--- src/rtl/mem_arb_n.sv ---
// mem_arb_n: N-channel memory arbiter that owns a single downstream port.
// A two-state FSM picks a winner while IDLE (fixed priority or round-robin),
// holds the grant for one transfer while BUSY, then inserts one bubble
// cycle before the next arbitration. The owning channel's address, data
// and strobes are muxed live onto the downstream port. Configurations must
// keep 2**IDW >= N so that every channel index fits in grant_id.
module mem_arb_n #(
    parameter int N    = 2,
    parameter int MODE = 1,
    parameter int IDW  = 3
) (
    input  logic              clk,
    input  logic              rst,
    input  logic [N-1:0]      req_valid,
    output logic [N-1:0]      req_ready,
    input  logic [32*N-1:0]   req_addr,
    input  logic [32*N-1:0]   req_wdata,
    input  logic [4*N-1:0]    req_wstrb,
    output logic [31:0]       req_rdata,
    output logic              mem_valid,
    input  logic              mem_ready,
    output logic [31:0]       mem_addr,
    output logic [31:0]       mem_wdata,
    output logic [3:0]        mem_wstrb,
    input  logic [31:0]       mem_rdata,
    output logic [IDW-1:0]    grant_id,
    output logic              busy
);

    localparam logic [0:0] S_IDLE = 1'b0;
    localparam logic [0:0] S_BUSY = 1'b1;

    logic [0:0]     r_state;
    logic [IDW-1:0] r_grant;
    logic [IDW-1:0] r_last;

    logic           w_busy;
    logic           w_own_valid;
    logic           w_mem_valid;
    logic [31:0]    w_addr;
    logic [31:0]    w_wdata;
    logic [3:0]     w_wstrb;
    logic [N-1:0]   w_req_ready;
    logic [IDW-1:0] w_win_fx;
    logic [IDW-1:0] w_win_rr;
    logic [IDW-1:0] w_winner;

    assign w_busy = (r_state == S_BUSY);

    // Fixed priority: scanning downward lets the lowest asserted index win last.
    always_comb begin
        w_win_fx = {IDW{1'b0}};
        for (int i = N - 1; i >= 0; i--) begin
            if (req_valid[i]) begin
                w_win_fx = IDW'(i);
            end else begin
                w_win_fx = w_win_fx;
            end
        end
    end

    // Round-robin: lowest requester above r_last wins; otherwise wrap to the lowest at or below it.
    always_comb begin
        w_win_rr = {IDW{1'b0}};
        for (int i = N - 1; i >= 0; i--) begin
            if (req_valid[i] && (IDW'(i) <= r_last)) begin
                w_win_rr = IDW'(i);
            end else begin
                w_win_rr = w_win_rr;
            end
        end
        for (int i = N - 1; i >= 0; i--) begin
            if (req_valid[i] && (IDW'(i) > r_last)) begin
                w_win_rr = IDW'(i);
            end else begin
                w_win_rr = w_win_rr;
            end
        end
    end

    assign w_winner = (MODE == 0) ? w_win_fx : w_win_rr;

    // AND-OR mux of the owning channel's request fields, plus its one-hot ready pulse.
    always_comb begin
        w_own_valid = 1'b0;
        w_addr      = 32'h0000_0000;
        w_wdata     = 32'h0000_0000;
        w_wstrb     = 4'b0000;
        for (int i = 0; i < N; i++) begin
            w_own_valid = w_own_valid | ((r_grant == IDW'(i)) & req_valid[i]);
            w_addr      = w_addr  | ({32{r_grant == IDW'(i)}} & req_addr[32*i +: 32]);
            w_wdata     = w_wdata | ({32{r_grant == IDW'(i)}} & req_wdata[32*i +: 32]);
            w_wstrb     = w_wstrb | ({4{r_grant == IDW'(i)}}  & req_wstrb[4*i +: 4]);
        end
        w_mem_valid = w_busy & w_own_valid;
        for (int i = 0; i < N; i++) begin
            w_req_ready[i] = (r_grant == IDW'(i)) & w_mem_valid & mem_ready;
        end
    end

    // Grant FSM: arbitrate in IDLE, leave BUSY on completion or when the owner drops its request.
    always_ff @(posedge clk) begin
        if (rst) begin
            r_state <= S_IDLE;
            r_grant <= {IDW{1'b0}};
            r_last  <= IDW'(N - 1);
        end else begin
            case (r_state)
                S_IDLE: begin
                    if (|req_valid) begin
                        r_grant <= w_winner;
                        r_last  <= w_winner;
                        r_state <= S_BUSY;
                    end else begin
                        r_state <= S_IDLE;
                    end
                end
                S_BUSY: begin
                    if (!w_own_valid || mem_ready) begin
                        r_state <= S_IDLE;
                    end else begin
                        r_state <= S_BUSY;
                    end
                end
                default: begin
                    r_state <= S_IDLE;
                end
            endcase
        end
    end

    assign req_ready = w_req_ready;
    assign req_rdata = mem_rdata;
    assign mem_valid = w_mem_valid;
    assign mem_addr  = w_addr;
    assign mem_wdata = w_wdata;
    assign mem_wstrb = w_busy ? w_wstrb : 4'b0000;
    assign grant_id  = r_grant;
    assign busy      = w_busy;

endmodule

--- config.mk ---
export PLATFORM = sky130hd
export DESIGN_NAME = mem_arb_n
export DESIGN_NICKNAME = d
export VERILOG_FILES = /design/src/rtl/mem_arb_n.sv
export SDC_FILE = /design/constraint.sdc
export NUM_CORES = 1
export LEC_CHECK = 0
export ABC_AREA = 0
export CAP_MARGIN = 20
export CORE_AREA = 2 2 109 111
export DETAILED_ROUTE_END_ITERATION = 16
export DIE_AREA = 0 0 111 113
export SLEW_MARGIN = 20
export SYNTH_ARGS = -nofsm -noshare
export SYNTH_HDL_FRONTEND = slang
export SYNTH_SLANG_ARGS = --single-unit
--- constraint.sdc ---
create_clock -name clk -period 3.3 [get_ports clk]
set_clock_uncertainty 0.15 [all_clocks]
set_input_delay 0.33 -clock clk [delete_from_list [all_inputs] [get_ports clk]]
set_output_delay 0.33 -clock clk [all_outputs]
set_load 0.01 [all_outputs]
**Run 1: logic cells by family**

Scale bar: 20 µm.
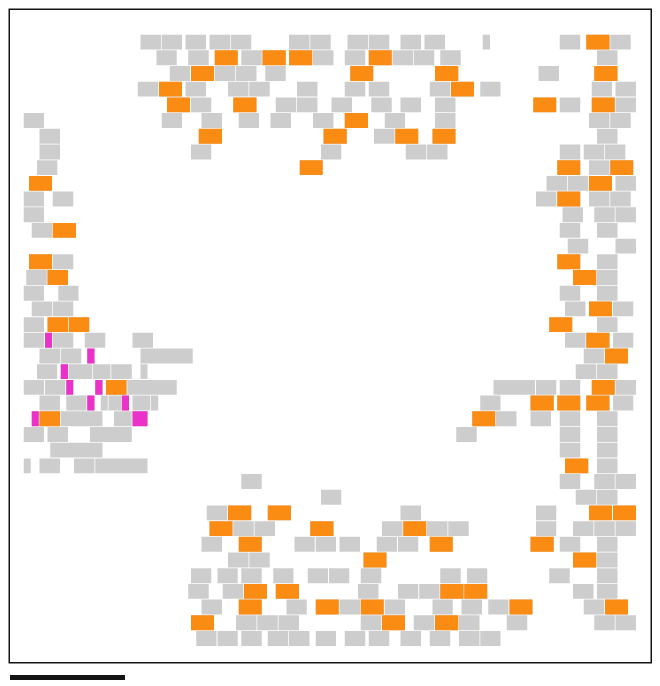
magenta -> NOR gates  # cells 9, where west
orange -> multiplexers  # cells 69, where widely spread

**Run 1: routing congestion map**

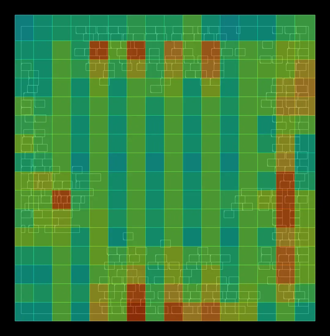
Total GRT Usage: 8.72%
global routing met2 resource utilization: 17.1%
M1 GR Usage: 8.78%

**Run 1: a small window of the routed layout**

Scale bar: 10 µm. Region (63, 8) to (103, 48) µm. Cells in grey, sequential cells in the stronger grey; small squares are vias.
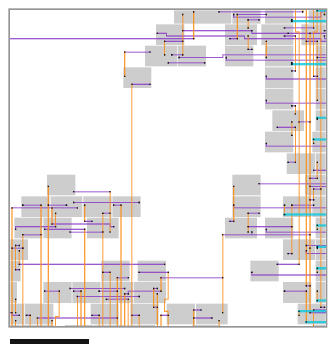
cyan -> met3
orange -> met2
purple -> met1
most frequent = clkdlybuf4s50_1 (32), mux2_2 (15), buf_12 (1)
cells with their middle in the window = 48
sequential cells in the window = 0

## run 1: power breakdown
| group | internal, mW | switching (mW) | leakage, nW |
|---|---|---|---|
| combinational | 0.344 | 0.131 | 1.14 |
| clock | 0.159 | 0.0306 | 0.0382 |
| sequential | 0.0397 | 0.0147 | 0.0256 |
## run 1: state kept, by name, summed over array words and instances, names as in the netlist
| name | flops |
|---|---|
| busy | 1 |
| grant_id | 1 |
| r_last | 1 |
## run 1: kinds of logic after synthesis
group	Yosys count	synth area share [%]
mux	69	59.5
buf+inv	43	28.3
simple gates	13	5.31
compound gates	3	2.03
flops	3	4.63
other cells	1	0.289
## run 1: final timing paths
kind,startpoint,to,slack [ns],cells past startpoint
min reg2reg,r_last[0],r_last[0],0.34,1
max reg2reg,grant_id[0],busy,1.60,4
min,r_last[0],r_last[0],0.34,1
max,grant_id[0],mem_addr[22],0.76,3
## run 1: metrics by stage
stage	util [%]	cells	instance area (µm²)	worst slack, ns
floorplan	-	133	1300	1.77
global placement	29.0	448	3270	0.975
detailed placement	29.0	448	3270	0.957
CTS	29.7	452	3350	0.716
global route	29.7	452	3350	0.645
finish	29.7	452	3350	0.756
## run 1: cell usage in the layout, fill, tap and decap left out, drive strengths merged
cell	netlist	final
and4b	1	1
inv	1	1
a32oi	1	1
nand2b	1	1
mux2i	5	5
conb	1	2
nand2	1	1
o22a	1	1
buf	35	1
clkdlybuf4s50	0	213
dfxtp	3	3
clkbuf	7	4
nor3b	1	1
mux2	64	64
and4	1	1
a211o	1	1
nor2	8	8
## run 1: synth_stat cells, drive strengths merged (3+ instances only)
master and n:
dfxtp 3, nor2 8, mux2i 5, mux2 64, buf 35, clkbuf 7
## run 1: cell type report
type | instances | area, µm² | area share, %
Clock buffer | 4 | 78.8 | 2.35
Inverter | 1 | 3.75 | 0.112
Multi-Input combinational cell | 87 | 873 | 26.1
Sequential cell | 3 | 63.8 | 1.90
Tap cell | 143 | 179 | 5.34
Timing Repair Buffer | 214 | 2150 | 64.2
## run 1: per-layer routing
metal	up-vias	global-route usage, %	share of wire [%]
met5	-	0	0
met1	751	8.78	33
li1	786	-	-
met4	0	2.17	1.2
met3	15	3.00	11
met2	123	17.1	54
==> summary.txt, run 1 <==
fresh numbers from the pnr run: outcome completed, DRT Pass-1 Iters 2, Worst path max stage delay 0.64 ns, yosys stat area 1300 µm², DRC 0, crit path DAT 2.06 ns, critical path, cell by cell buf_12, mux2_2, clkdlybuf4s50_1, hold_ws 0.336 ns, die width 111 µm, leakage 1.20 nW, delay-heaviest family, CP buffers and inverters, Crit Path Category flop to primary output, placed wire-length estimate 5120 µm, die height 113 µm, setup repair bufs after CTS 0, yosys warns 0, Peak Freq 393 MHz, crit start category flop, hold_buf cts 0, initial antenna violation count 0, Avg Vias per Cell 3.71, CTS buffer count 3, Final Net Count 483, Largest cells by area mux2_2 (56%), buf_4 (20%), clkbuf_8 (7.4%), dfxtp_1 (4.6%), mux2i_1 (3.9%), clock buffer depth 2, boundary pin count 280, filler instances 1,185, Commonest flop dfxtp_1, core area 11,300 µm², worst skew pair latency 0.22 ns, cell taking the most area after synthesis mux2_2, Setup Viol. Count Final 0, clock sinks 3, Total Power 0.719 mW, Post-Syn Instances 132, Top cell area share 55.6%, synth-to-layout area growth 158%, final hold violation count 0, PwrDens 215 nW/µm², EDFF count, synth 0, Rows 39, Init Core Util 11.5%
--- run 2 (diff from run 1) ---
--- a/config.mk
+++ b/config.mk
@@ -7,9 +7,9 @@
 export LEC_CHECK = 0
 export ABC_AREA = 0
 export CAP_MARGIN = 20
-export CORE_AREA = 2 2 109 111
+export CORE_AREA = 2 2 108 110
 export DETAILED_ROUTE_END_ITERATION = 16
-export DIE_AREA = 0 0 111 113
+export DIE_AREA = 0 0 110 112
 export SLEW_MARGIN = 20
 export SYNTH_ARGS = -nofsm -noshare
 export SYNTH_HDL_FRONTEND = slang
==> constraint.sdc (replaced) <==
create_clock -name clk -period 2.3 [get_ports clk]
set_clock_uncertainty 0.15 [all_clocks]
set_input_delay 0.23 -clock clk [delete_from_list [all_inputs] [get_ports clk]]
set_output_delay 0.23 -clock clk [all_outputs]
set_load 0.01 [all_outputs]
==> summary.txt, run 2 <==
fresh numbers from the pnr run: outcome completed, clock buffer depth 2, worst skew pair latency 0.22 ns, initial antenna violation count 0, Commonest flop dfxtp_1, synth-to-layout area growth 160%, die width 110 µm, clock sinks 3, yosys warns 0, DRT Pass-1 Iters 4, setup repair bufs after CTS 0, Crit Path Category flop to primary output, Top cell area share 55.6%, Final Worst Setup Slack 0.205 ns, global routing met2 resource utilization 17.4%, PwrDens 308 nW/µm², M1 GR Usage 7.89%, crit start category flop, final hold violation count 0, Total GRT Usage 8.56%, CTS buffer count 3, Peak Freq 477 MHz, GR Util met3 2.75%, Placed Cells 449, crit path DAT 1.71 ns, leakage 1.21 nW, Rows 39, die height 112 µm, filler instances 1,195, boundary pin count 280, DRC 0, yosys stat area 1300 µm², GRT Max-Usage Layer met2, Init Core Util 11.6%, EDFF count, synth 0
run 2: final cells by class:
class	count	area, µm²	area share [%]
Timing Repair Buffer	215	2170	64.4
Multi-Input combinational cell	87	873	25.9
Tap cell	143	179	5.31
Clock buffer	4	78.8	2.34
Sequential cell	3	63.8	1.89
Inverter	1	3.75	0.111
run 2: final timing paths:
| check | startpoint | end | slack [ns] | depth (start not counted) |
|---|---|---|---|---|
| worst max-delay path | grant_id[0] | mem_addr[0] | 0.21 | 3 |
| worst min-delay path | mem_rdata[15] | req_rdata[15] | 0.31 | 0 |
| worst max register to register | grant_id[0] | busy | 1.02 | 4 |
| worst min register to register | r_last[0] | r_last[0] | 0.37 | 1 |
run 2: per-stage QoR:
step | cell area, µm² | hold slack (ns)
floorplan | 1300 | 0.152
global placement | 3290 | 0.310
detailed placement | 3290 | 0.310
CTS | 3370 | 0.310
global route | 3370 | 0.310
finish | 3370 | 0.310
run 2: power breakdown:
| group | switching [mW] | internal [mW] |
|---|---|---|
| Sequential | 0.00592 | 0.0569 |
| Combinational | 0.203 | 0.498 |
| Clock | 0.0451 | 0.229 |
run 2: critical path, stage by stage, from the launching register on:
cell and delay [ns]:
dfxtp_4 0.36, buf_12 0.22, mux2_2 0.37, clkdlybuf4s50_1 0.51
run 2: cell families after synthesis:
family	count (synthesis)	synth area share, %
other cells	1	0.289
compound gates	3	2.03
buf+inv	43	28.3
flops	3	4.63
simple gates	13	5.31
mux	69	59.5
run 2: metal layers:
metal / routed length [µm] / vias up
met5: 0 / -
met4: 59 / 0
li1: - / 789
met1: 1870 / 730
met3: 879 / 12
met2: 3230 / 117
**Run 2: metal 1**

Scale bar: 20 µm. Supply wires on this layer in grey.
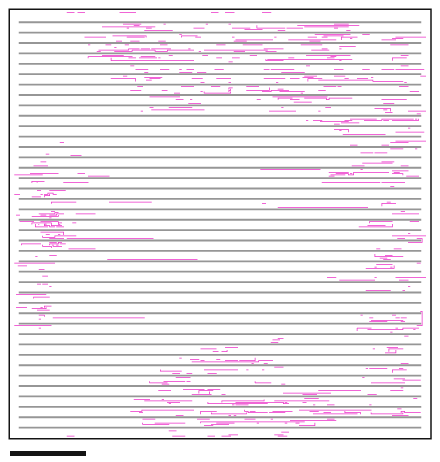
share of all routed wire = 31%
nets with wire on the layer = 358
wire length on this layer = 1,870 µm

**Run 2: logic cells by family**

Scale bar: 20 µm.
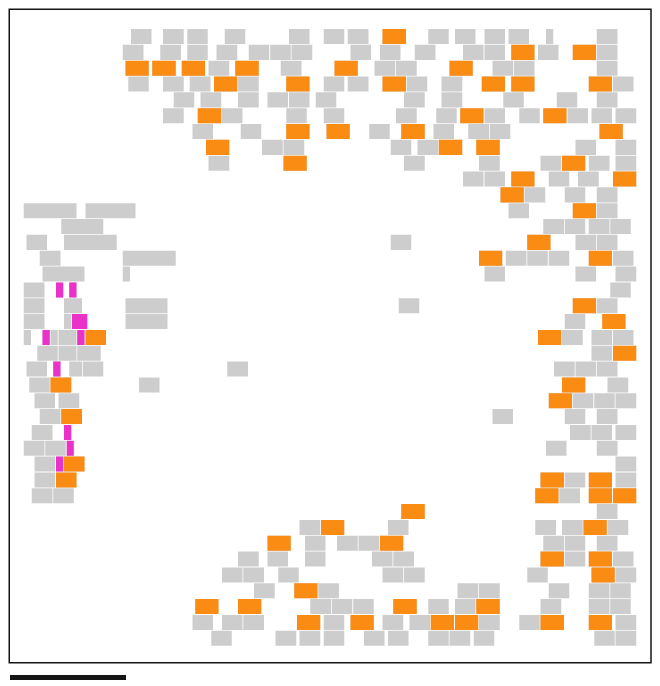
logic share of the area: 25.9%
Commonest Layout Cell: clkdlybuf4s50_1
post-route non-filler standard cell count: 453

--- run 3 (diff from run 2) ---
--- a/config.mk
+++ b/config.mk
@@ -7,9 +7,12 @@
 export LEC_CHECK = 0
 export ABC_AREA = 0
 export CAP_MARGIN = 20
-export CORE_AREA = 2 2 108 110
+export CELL_PAD_IN_SITES_DETAIL_PLACEMENT = 1
+export CELL_PAD_IN_SITES_GLOBAL_PLACEMENT = 2
+export CORE_MARGIN = 2
+export CORE_UTILIZATION = 10
 export DETAILED_ROUTE_END_ITERATION = 16
-export DIE_AREA = 0 0 110 112
+export PLACE_DENSITY_LB_ADDON = 0.1
 export SLEW_MARGIN = 20
 export SYNTH_ARGS = -nofsm -noshare
 export SYNTH_HDL_FRONTEND = slang
==> summary.txt, run 3 <==
fresh numbers from the pnr run: outcome completed, buffers and inverters on the worst path 2, core area 12,600 µm², Crit-path slowest cell clkdlybuf4s50_1, Commonest Layout Cell clkdlybuf4s50_1, setup repair bufs after CTS 0, Cell Area, Placed 3330 µm², leakage 1.21 nW, DRC 0, yosys warns 0, most common logic cells in the final layout clkdlybuf4s50_1 (213), mux2_2 (64), nor2_1 (8), stages on the worst setup path 3, Total GRT Usage 11.6%, clock buffer depth 2, most frequent cell after synthesis mux2_2, Setup Viol. Count Final 0, synth-to-layout area growth 163%, Final Cell Area 3410 µm², die width 118 µm, yosys stat area 1300 µm², initial antenna violation count 0, Top cell area share 55.6%, Final Net Count 484, clock sinks 3, placed wire-length estimate 7210 µm, boundary pin count 280, worst hold stages 0
-- run 3: cell counts after synthesis --
Identical to the previous run, type by type.
-- run 3: path summary, 6_finish.rpt --
check          startpoint            to  slack, ns
max           grant_id[0]  mem_addr[13]       0.19
min reg2reg     r_last[0]     r_last[0]       0.34
min          mem_rdata[0]  req_rdata[0]       0.31
max reg2reg   grant_id[0]          busy       1.00
-- run 3: logic make-up (layout without fill, tap and decap cells) --
| family | Yosys count | after routing | synth area share, % |
|---|---|---|---|
| mux | 69 | 69 | 59.5 |
| buf+inv | 43 | 220 | 28.3 |
| simple gates | 13 | 13 | 5.31 |
| compound gates | 3 | 3 | 2.03 |
| flops | 3 | 3 | 4.63 |
| other cells | 1 | 2 | 0.289 |
-- run 3: routing by layer --
layer / GRT usage (%) / vias to the layer above
met5: 0 / -
met4: 3.54 / 0
met3: 3.88 / 16
met2: 20.4 / 136
met1: 13.2 / 749
li1: - / 789
-- run 3: power breakdown --
group          internal, mW  switching [mW]  leakage (nW)
registers            0.0569         0.00591        0.0256
logic                 0.498           0.217          1.14
clock network         0.229          0.0487        0.0382
-- run 3: layout make-up --
cell class | instances | area, µm²
clock buffer | 4 | 78.8
fill | 1468 | 9210
inverter | 1 | 3.75
multi-input combinational | 87 | 873
sequential | 3 | 63.8
tap | 172 | 215
timing repair buffer | 215 | 2170
-- run 3: through the flow --
stage	worst slack (ns)	hold slack, ns	power [mW]	utilization, %	std cells
6_report	0.187	0.310	1.06	27.0	482
5_1_grt	0.122	0.310	1.12	27.0	482
4_1_cts	0.155	0.310	1.08	27.0	482
3_5_place_dp	0.357	0.310	0.789	26.4	478
3_3_place_gp	0.373	0.310	0.793	26.4	478
2_1_floorplan	0.870	0.152	0.373	-	133
**Run 3: logic cells by family**

Scale bar: 20 µm.
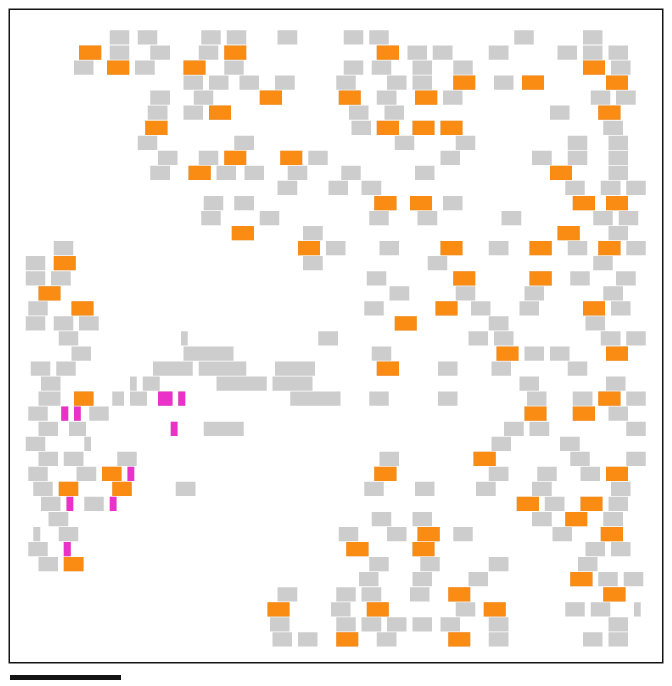
orange -> multiplexers  # cells 69, where widely spread
magenta -> NOR gates  # cells 9

**Run 3: signal wires on met3**

Scale bar: 20 µm. Cells faint in the background.
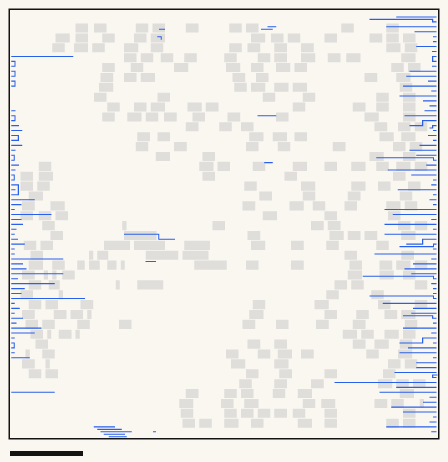
nets with wire on the layer = 139
longest straight run = 27.8 µm
wire length on this layer = 831 µm
share of all routed wire = 10%
main direction = horizontal

Power figures rest on the tool's default switching activity, not on a simulated workload.
